$ cat config.mk
export PLATFORM = sky130hd
export DESIGN_NAME = demux16_deser
export DESIGN_NICKNAME = d
export VERILOG_FILES = /design/src/rtl/demux16_deser.sv
export SDC_FILE = /design/constraint.sdc
export NUM_CORES = 1
export LEC_CHECK = 0
export CAP_MARGIN = 5
export CORE_ASPECT_RATIO = 1.75
export CORE_UTILIZATION = 36
export DETAILED_ROUTE_END_ITERATION = 7
export GPL_ROUTABILITY_DRIVEN = 1
export PLACE_DENSITY_LB_ADDON = 0.25
export SLEW_MARGIN = 20
export SYNTH_ARGS = -nofsm -noshare
export SYNTH_HDL_FRONTEND = slang
export SYNTH_SLANG_ARGS = --single-unit
export TNS_END_PERCENT = 1
$ cat constraint.sdc
create_clock -name clk -period 4.6 [get_ports clk]
set_input_delay 0.69 -clock clk [delete_from_list [all_inputs] [get_ports clk]]
set_output_delay 0.69 -clock clk [all_outputs]
set_load 0.02 [all_outputs]
$ cat src/rtl/demux16_deser.sv
// -----------------------------------------------------------------------------
// demux16_deser
//   1-to-16 registered demultiplexer / deserializer. One data bit is accepted
//   per valid cycle. Each bit is written either at an auto-incrementing pointer
//   or at an explicit select position. When every position holds a bit, the
//   word is published on out and offered with a valid/ready handshake.
//
// Ports
//   clk        rising-edge clock
//   rst        synchronous, active-high reset
//   in         data bit
//   in_valid   bit on in is presented this cycle
//   in_ready   block accepts a bit this cycle (decoded from state only)
//   sel        target bit position when sel_en = 1
//   sel_en     1 = addressed write at sel, 0 = auto write at ptr
//   flush      discard the partial word (ignored while holding a word)
//   out        assembled word
//   out_valid  out holds a complete word
//   out_ready  consumer takes the word
//   ptr        current auto pointer
//   wr_mask    positions written in the current partial word
// -----------------------------------------------------------------------------
module demux16_deser #(
  parameter int WIDTH = 16,
  parameter int SEL_W = 4
) (
  input  logic             clk,
  input  logic             rst,
  input  logic             in,
  input  logic             in_valid,
  output logic             in_ready,
  input  logic [SEL_W-1:0] sel,
  input  logic             sel_en,
  input  logic             flush,
  output logic [WIDTH-1:0] out,
  output logic             out_valid,
  input  logic             out_ready,
  output logic [SEL_W-1:0] ptr,
  output logic [WIDTH-1:0] wr_mask
);

  typedef enum logic {
    FILL = 1'b0,
    HOLD = 1'b1
  } state_e;

  state_e             state_q, state_d;
  logic [WIDTH-1:0]   shadow_q, shadow_d;
  logic [WIDTH-1:0]   out_q, out_d;
  logic               out_valid_q, out_valid_d;
  logic [SEL_W-1:0]   ptr_q, ptr_d;
  logic [WIDTH-1:0]   wr_mask_q, wr_mask_d;

  logic               accept;
  logic [SEL_W-1:0]   tgt;
  logic [WIDTH-1:0]   tgt_onehot;
  logic [WIDTH-1:0]   merged;
  logic               complete;

  // in_ready depends on registered state only, so a consumer's out_ready
  // never reaches the producer combinationally.
  assign in_ready = (state_q == FILL);

  assign accept     = in_valid && in_ready && !flush;
  assign tgt        = sel_en ? sel : ptr_q;
  assign tgt_onehot = {{(WIDTH-1){1'b0}}, 1'b1} << tgt;
  // Shadow word with the incoming bit written at tgt (overwrite on duplicates).
  assign merged     = (shadow_q & ~tgt_onehot) | (in ? tgt_onehot : '0);
  // Completion is judged on the mask alone, so mixed auto/addressed writes and
  // pointer wrap onto written positions behave consistently.
  assign complete   = accept && (&(wr_mask_q | tgt_onehot));

  always_comb begin
    // NOTE: every _d starts as its _q so no path leaves a value unassigned;
    // a missing default here would infer a latch.
    state_d     = state_q;
    shadow_d    = shadow_q;
    out_d       = out_q;
    out_valid_d = out_valid_q;
    ptr_d       = ptr_q;
    wr_mask_d   = wr_mask_q;

    unique case (state_q)
      FILL: begin
        if (flush) begin
          // Flush drops the partial word; a bit presented alongside is lost.
          wr_mask_d = '0;
          ptr_d     = '0;
        end else if (accept) begin
          shadow_d = merged;
          if (complete) begin
            out_d       = merged;
            out_valid_d = 1'b1;
            state_d     = HOLD;
            wr_mask_d   = '0;
            ptr_d       = '0;
          end else begin
            wr_mask_d = wr_mask_q | tgt_onehot;
            if (!sel_en) ptr_d = ptr_q + 1'b1;  // wraps 15 -> 0
          end
        end
      end
      HOLD: begin
        // out keeps its value after the handshake; only valid drops. The
        // return to FILL costs one bubble cycle before the next accept.
        if (out_valid_q && out_ready) begin
          out_valid_d = 1'b0;
          state_d     = FILL;
        end
      end
      default: state_d = FILL;
    endcase
  end

  always_ff @(posedge clk) begin
    // NOTE: state is updated with non-blocking assignments so every register
    // samples the pre-edge values, independent of statement order.
    if (rst) begin
      state_q     <= FILL;
      // NOTE: the shadow word is reset as well, so the partial word never
      // carries bits from before reset into a published word.
      shadow_q    <= '0;
      out_q       <= '0;
      out_valid_q <= 1'b0;
      ptr_q       <= '0;
      wr_mask_q   <= '0;
    end else begin
      state_q     <= state_d;
      shadow_q    <= shadow_d;
      out_q       <= out_d;
      out_valid_q <= out_valid_d;
      ptr_q       <= ptr_d;
      wr_mask_q   <= wr_mask_d;
    end
  end

  assign out       = out_q;
  assign out_valid = out_valid_q;
  assign ptr       = ptr_q;
  assign wr_mask   = wr_mask_q;

endmodule

Run 1, clock nets:
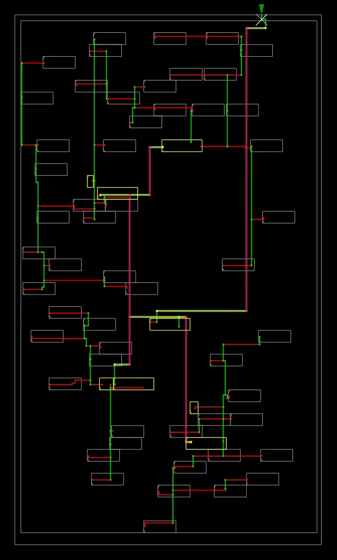
Clock Sinks: 54
Flop Count: 54
Skew-Pair Late Insertion Delay: 0.30 ns
Clk. pwr: 378 uW

Run 1, placement by cell class:
Drawn at 4 px/um. Fill, decap, tap and diode cells in grey.
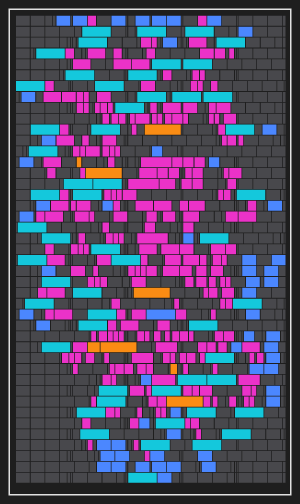
other buffers and delay cells: marked blue, cells 58, share of their area 16%. clock drivers and dummy loads: marked orange, cells 8, share of their area 4.1%. all other logic: marked magenta, cells 247, share of their area 48%. flip-flops: marked cyan, cells 54, share of their area 31%.
num rows: 43
Core Util, Final: 45.3%
post-route cell area: 3580 sq um
Core Area: 7910 sq um

==> results.json, run 1 <==
{
  "outcome": "finished with violations",
  "violations": "DRC",
  "cts_tree": "built",
  "top_cell_area_share_pct": 37.1,
  "hold_violations": 0,
  "drt_pass1_iterations": 6,
  "routed_wl_um": 7780,
  "leakage_nw": 1.03,
  "edf_count": 0,
  "rr_endpoint": "ptr[1]",
  "flop_cell": "dfxtp_1",
  "hold_slack_ns": 0.454,
  "layout.nets": 378,
  "synth-warning-count": 0,
  "yosysCellCount": 324,
  "diodes": 0,
  "worst_pin_slew_ns": 1.03,
  "place.gp.congestion": 0.945,
  "drc_errors": 2,
  "layout.cells.non_filler": 457,
  "viasPerCell": 5.77,
  "start_kind": "input pin",
  "final-setup-viol-count": 0,
  "end_kind": "register",
  "syn_area_sq_um": 2910,
  "htree_levels": 2,
  "grt_pass1_vias": 2483,
  "async_reset_ff_share_pct": 0,
  "regToRegSetupSlack_ns": 1.66,
  "initCoreUtil_pct": 36.8,
  "drv_cap": 0,
  "synth.largest_area_cell": "dfxtp_1",
  "yosys-stat-area_sq_um": 2910,
  "hold_depth": 2,
  "rsz0062_at_grt": "no",
  "critical_path.reg2reg.startpoint": "ptr[3]",
  "antenna_found_initial": 0,
  "postCtsSetupRepairBufs": 0
}
Run 1, routed clock nets over the placement:
Drawn at 6 px/um.
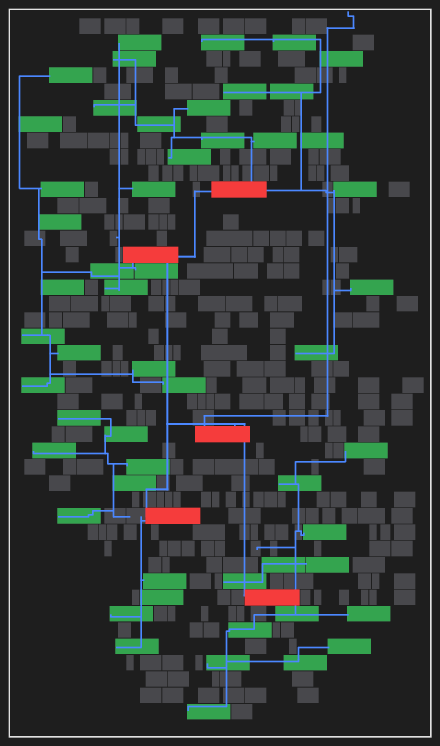
clock wires: marked blue, length 775 um. cells driving clock nets: marked red, count 5. flip-flops: marked green, count 54.
There are 6 routed clock nets. Position of the flops: widely spread.
clock network fraction of total power: 40.6%
clk_skew: 0.00714 ns

Run 1, I/O pins on the die edge:
Drawn at 3 px/um. Pins as bars across the die edge, other pins in grey.
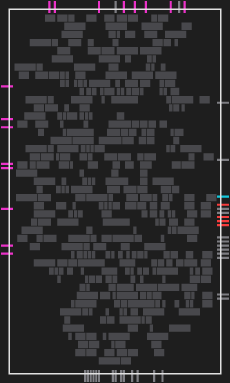
`sel_en`: marked cyan, pins 1, direction input, edge right. `sel`: marked red, pins 4, direction input, edge right. `out`: marked magenta, pins 16, direction output, edge 8 top, 8 left.
All pins by edge: 17 right, 14 bottom, 10 top, 8 left.
Die Y: 121 um
I/O Buffers: 48

==> run 1: how the worst max path moves through the flow <==
| stage | startpoint | end | slack, ns | cells after the start |
|---|---|---|---|---|
| finish | sel_en | ptr[1] | 0.80 | 9 |
| global route | sel_en | out[13] | 0.64 | 9 |
| floorplan | sel_en | wr_mask[4] | 1.92 | 10 |
| detailed placement | sel_en | ptr[1] | 0.55 | 9 |
| global placement | sel_en | ptr[1] | 0.53 | 9 |
| CTS | sel_en | ptr[1] | 0.86 | 9 |
==> run 1: through the flow <==
step	worst slack [ns]	util [%]	instance area [sq um]	total power [mW]
final	0.796	45.3	3580	0.929
after floorplan	1.92	-	2910	0.534
after detailed placement	0.546	43.5	3440	0.562
after global placement	0.532	43.5	3440	0.562
after global routing	0.636	45.3	3580	0.963
after CTS	0.859	45.3	3580	0.939
==> run 1: routing by layer <==
layer	up-vias	GRT usage (%)	share of wire (%)
met5	-	0	0
met4	0	12.5	5.8
met3	32	3.24	4.4
met2	81	33.6	52
met1	1258	19.5	38
li1	1266	-	-
==> run 1: worst max-delay path: stages <==
cell	delay (ns)
clkdlybuf4s50_1	0.98
or3b_4	0.50
a22oi_1	0.49
nand3_1	0.14
a32oi_1	0.36
and4_2	0.32
buf_12	0.23
a211oi_1	0.07
o21ba_2	0.19
==> run 1: layout make-up <==
cell class / count / area [sq um]
fill: 766 / 4320
multi-input combinational: 242 / 1660
sequential: 54 / 1080
timing repair buffer: 58 / 568
clock buffer: 6 / 129
tap: 90 / 113
inverter: 5 / 18.8
clock inverter: 2 / 13.8
==> run 1: placed cells by master (no fill, tap or decap), types with 2 or more instances in the layout <==
cell type / netlist / layout
a211oi_1: 5 / 5
nand2b_1: 2 / 2
a211oi_2: 14 / 14
mux2i_1: 18 / 18
nand3_1: 21 / 21
nand3b_1: 6 / 6
or3b_4: 5 / 5
a21oi_1: 19 / 19
a2111oi_2: 2 / 2
buf_4: 4 / 9
clkbuf_16: 0 / 5
a22oi_2: 5 / 5
nand4b_1: 2 / 2
or3_1: 5 / 5
a211o_1: 3 / 3
a31oi_1: 15 / 15
a22oi_4: 3 / 3
nand2_1: 41 / 41
o21ai_1: 2 / 2
inv_1: 5 / 5
clkdlybuf4s50_1: 0 / 48
o22ai_1: 4 / 4
nor2_2: 14 / 14
a22oi_1: 8 / 8
dfxtp_1: 54 / 54
nor2_1: 28 / 28
==> run 1: report_power, final <==
group / internal [mW] / switching (mW) / leakage [nW]
Sequential: 0.469 / 0.00252 / 0.435
Clock: 0.202 / 0.175 / 0.0708
Combinational: 0.0286 / 0.0512 / 0.524
Total: 0.700 / 0.229 / 1.03
==> run 1: sequential cells by signal, summed over array words and instances, names as in the netlist <==
signal     flops
out           16
out_valid      1
ptr            4
shadow_q      16
state_q        1
wr_mask       16
==> run 1: cells by family after synthesis <==
family	synth area share [%]
flops	37.1
simple gates	24.7
compound gates	25.5
mux	6.18
fa+ha+maj	0.429
buf+inv	6.10
--- run 2 (diff from run 1) ---
==> constraint.sdc (replaced) <==
create_clock -name clk -period 3.4 [get_ports clk]
set_input_delay 0.51 -clock clk [delete_from_list [all_inputs] [get_ports clk]]
set_output_delay 0.51 -clock clk [all_outputs]
set_load 0.02 [all_outputs]
Run 2, clock nets:
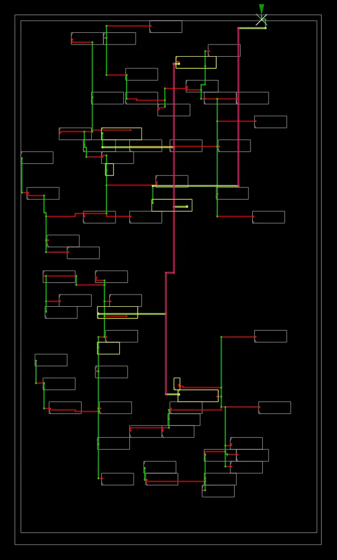
clk_skew: 0.00314 ns
Clk. pwr: 517 uW
Skew-Pair Late Insertion Delay: 0.29 ns
clkbuf count: 7
number of buffers created by CTS: 5

Run 2, I/O pins on the die edge:
Drawn at 3 px/um. Pins as bars across the die edge, other pins in grey.
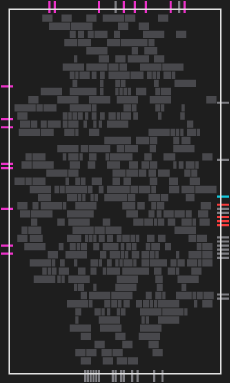
`out`: marked magenta, pins 16, direction output, edge 8 top, 8 left. `sel_en`: marked cyan, pins 1, direction input, edge right. `sel`: marked red, pins 4, direction input, edge right.
Chip Width: 70.0 um

==> results.json, run 2 <==
{
  "hold_violations": 0,
  "worst_pin_slew_ns": 0.564,
  "cpPeakStageDelay_ns": 0.50,
  "final-setup-viol-count": 0,
  "clock_sinks": 54,
  "rsz0062_at_grt": "no",
  "syn_area_sq_um": 2910,
  "seq_area_sq_um": 1080,
  "cts_tree": "built",
  "fin_ws_ns": 0.404,
  "diodes": 0,
  "critPathSlowestCell": "clkdlybuf4s50_1",
  "outcome": "finished with violations",
  "layout.nets": 388,
  "flop_cell": "dfxtp_1",
  "path_cells": "clkdlybuf4s50_1, buf_12, or3b_4, a22oi_2, o21ai_1, a2111oi_2, and4_2, buf_4, nor2_2, a211oi_2",
  "grt_pass1_vias": 2537,
  "rows": 43,
  "crit_buf_inv": 3,
  "layout_top_cell": "dfxtp_1",
  "routed_wl_um": 7720,
  "drc_errors": 2,
  "edf_count": 0,
  "drt_pass1_iterations": 6,
  "leakage_nw": 1.09,
  "synth.largest_area_cell": "dfxtp_1",
  "end_kind": "register",
  "yosys-stat-area_sq_um": 2910,
  "async_reset_ff_share_pct": 0,
  "dp_slack_ns": 0.127,
  "yosysCellCount": 324,
  "synth-warning-count": 0,
  "violations": "DRC"
}
-- run 2: cell counts after synthesis --
No cell type changed its count.
-- run 2: cell families (layout without fill, tap and decap cells) --
| family | after synthesis | in the layout | synth area share, % |
|---|---|---|---|
| compound gates | 86 | 86 | 25.5 |
| buf+inv | 28 | 81 | 6.10 |
| simple gates | 137 | 137 | 24.7 |
| flops | 54 | 54 | 37.1 |
| mux | 18 | 18 | 6.18 |
| fa+ha+maj | 1 | 1 | 0.429 |
-- run 2: area by class of cell --
cell class | instances | area share [%]
Clock buffer | 7 | 3.88
Timing Repair Buffer | 68 | 17.8
Tap cell | 90 | 3.06
Sequential cell | 54 | 29.4
Clock inverter | 1 | 0.136
Multi-Input combinational cell | 242 | 45.2
Inverter | 5 | 0.510
-- run 2: final timing paths --
path              cells after the start  slack, ns          end        start
setup / recovery                     10       0.40      out[12]       sel_en
hold / removal                        2       0.45  shadow_q[3]  shadow_q[3]
hold reg to reg                       2       0.45  shadow_q[3]  shadow_q[3]
setup reg to reg                      8       0.70      out[12]       ptr[2]
-- run 2: routing by layer --
metal	share of wire (%)	vias to the layer above	track usage, %	routed length, um
li1	-	1292	-	-
met1	39	1217	21.5	3050
met2	53	69	34.9	4110
met3	3.5	19	2.82	268
met4	3.8	0	9.75	294
met5	0	-	0	0
-- run 2: tightest hold or removal path: stages (launching register included) --
cell     delay (ns)
dfxtp_1        0.31
nand2_1        0.05
a21oi_1        0.05
-- run 2: power by group --
group / switching (mW) / leakage, nW / total [mW] / internal [mW]
registers: 0.00343 / 0.435 / 0.639 / 0.635
clock network: 0.225 / 0.0739 / 0.517 / 0.293
logic: 0.0691 / 0.580 / 0.113 / 0.0439
-- run 2: per-stage QoR --
stage	instances	util [%]	total power, mW	area [sq um]	hold WS (ns)
2_1_floorplan	324	-	0.722	2910	0.436
3_3_place_gp	459	44.6	0.765	3530	0.442
3_5_place_dp	459	44.6	0.766	3530	0.446
4_1_cts	467	46.5	1.29	3680	0.456
5_1_grt	467	46.5	1.32	3680	0.470
6_report	467	46.5	1.27	3680	0.453
No activity file was given, so power comes from the tool's default toggle rates.
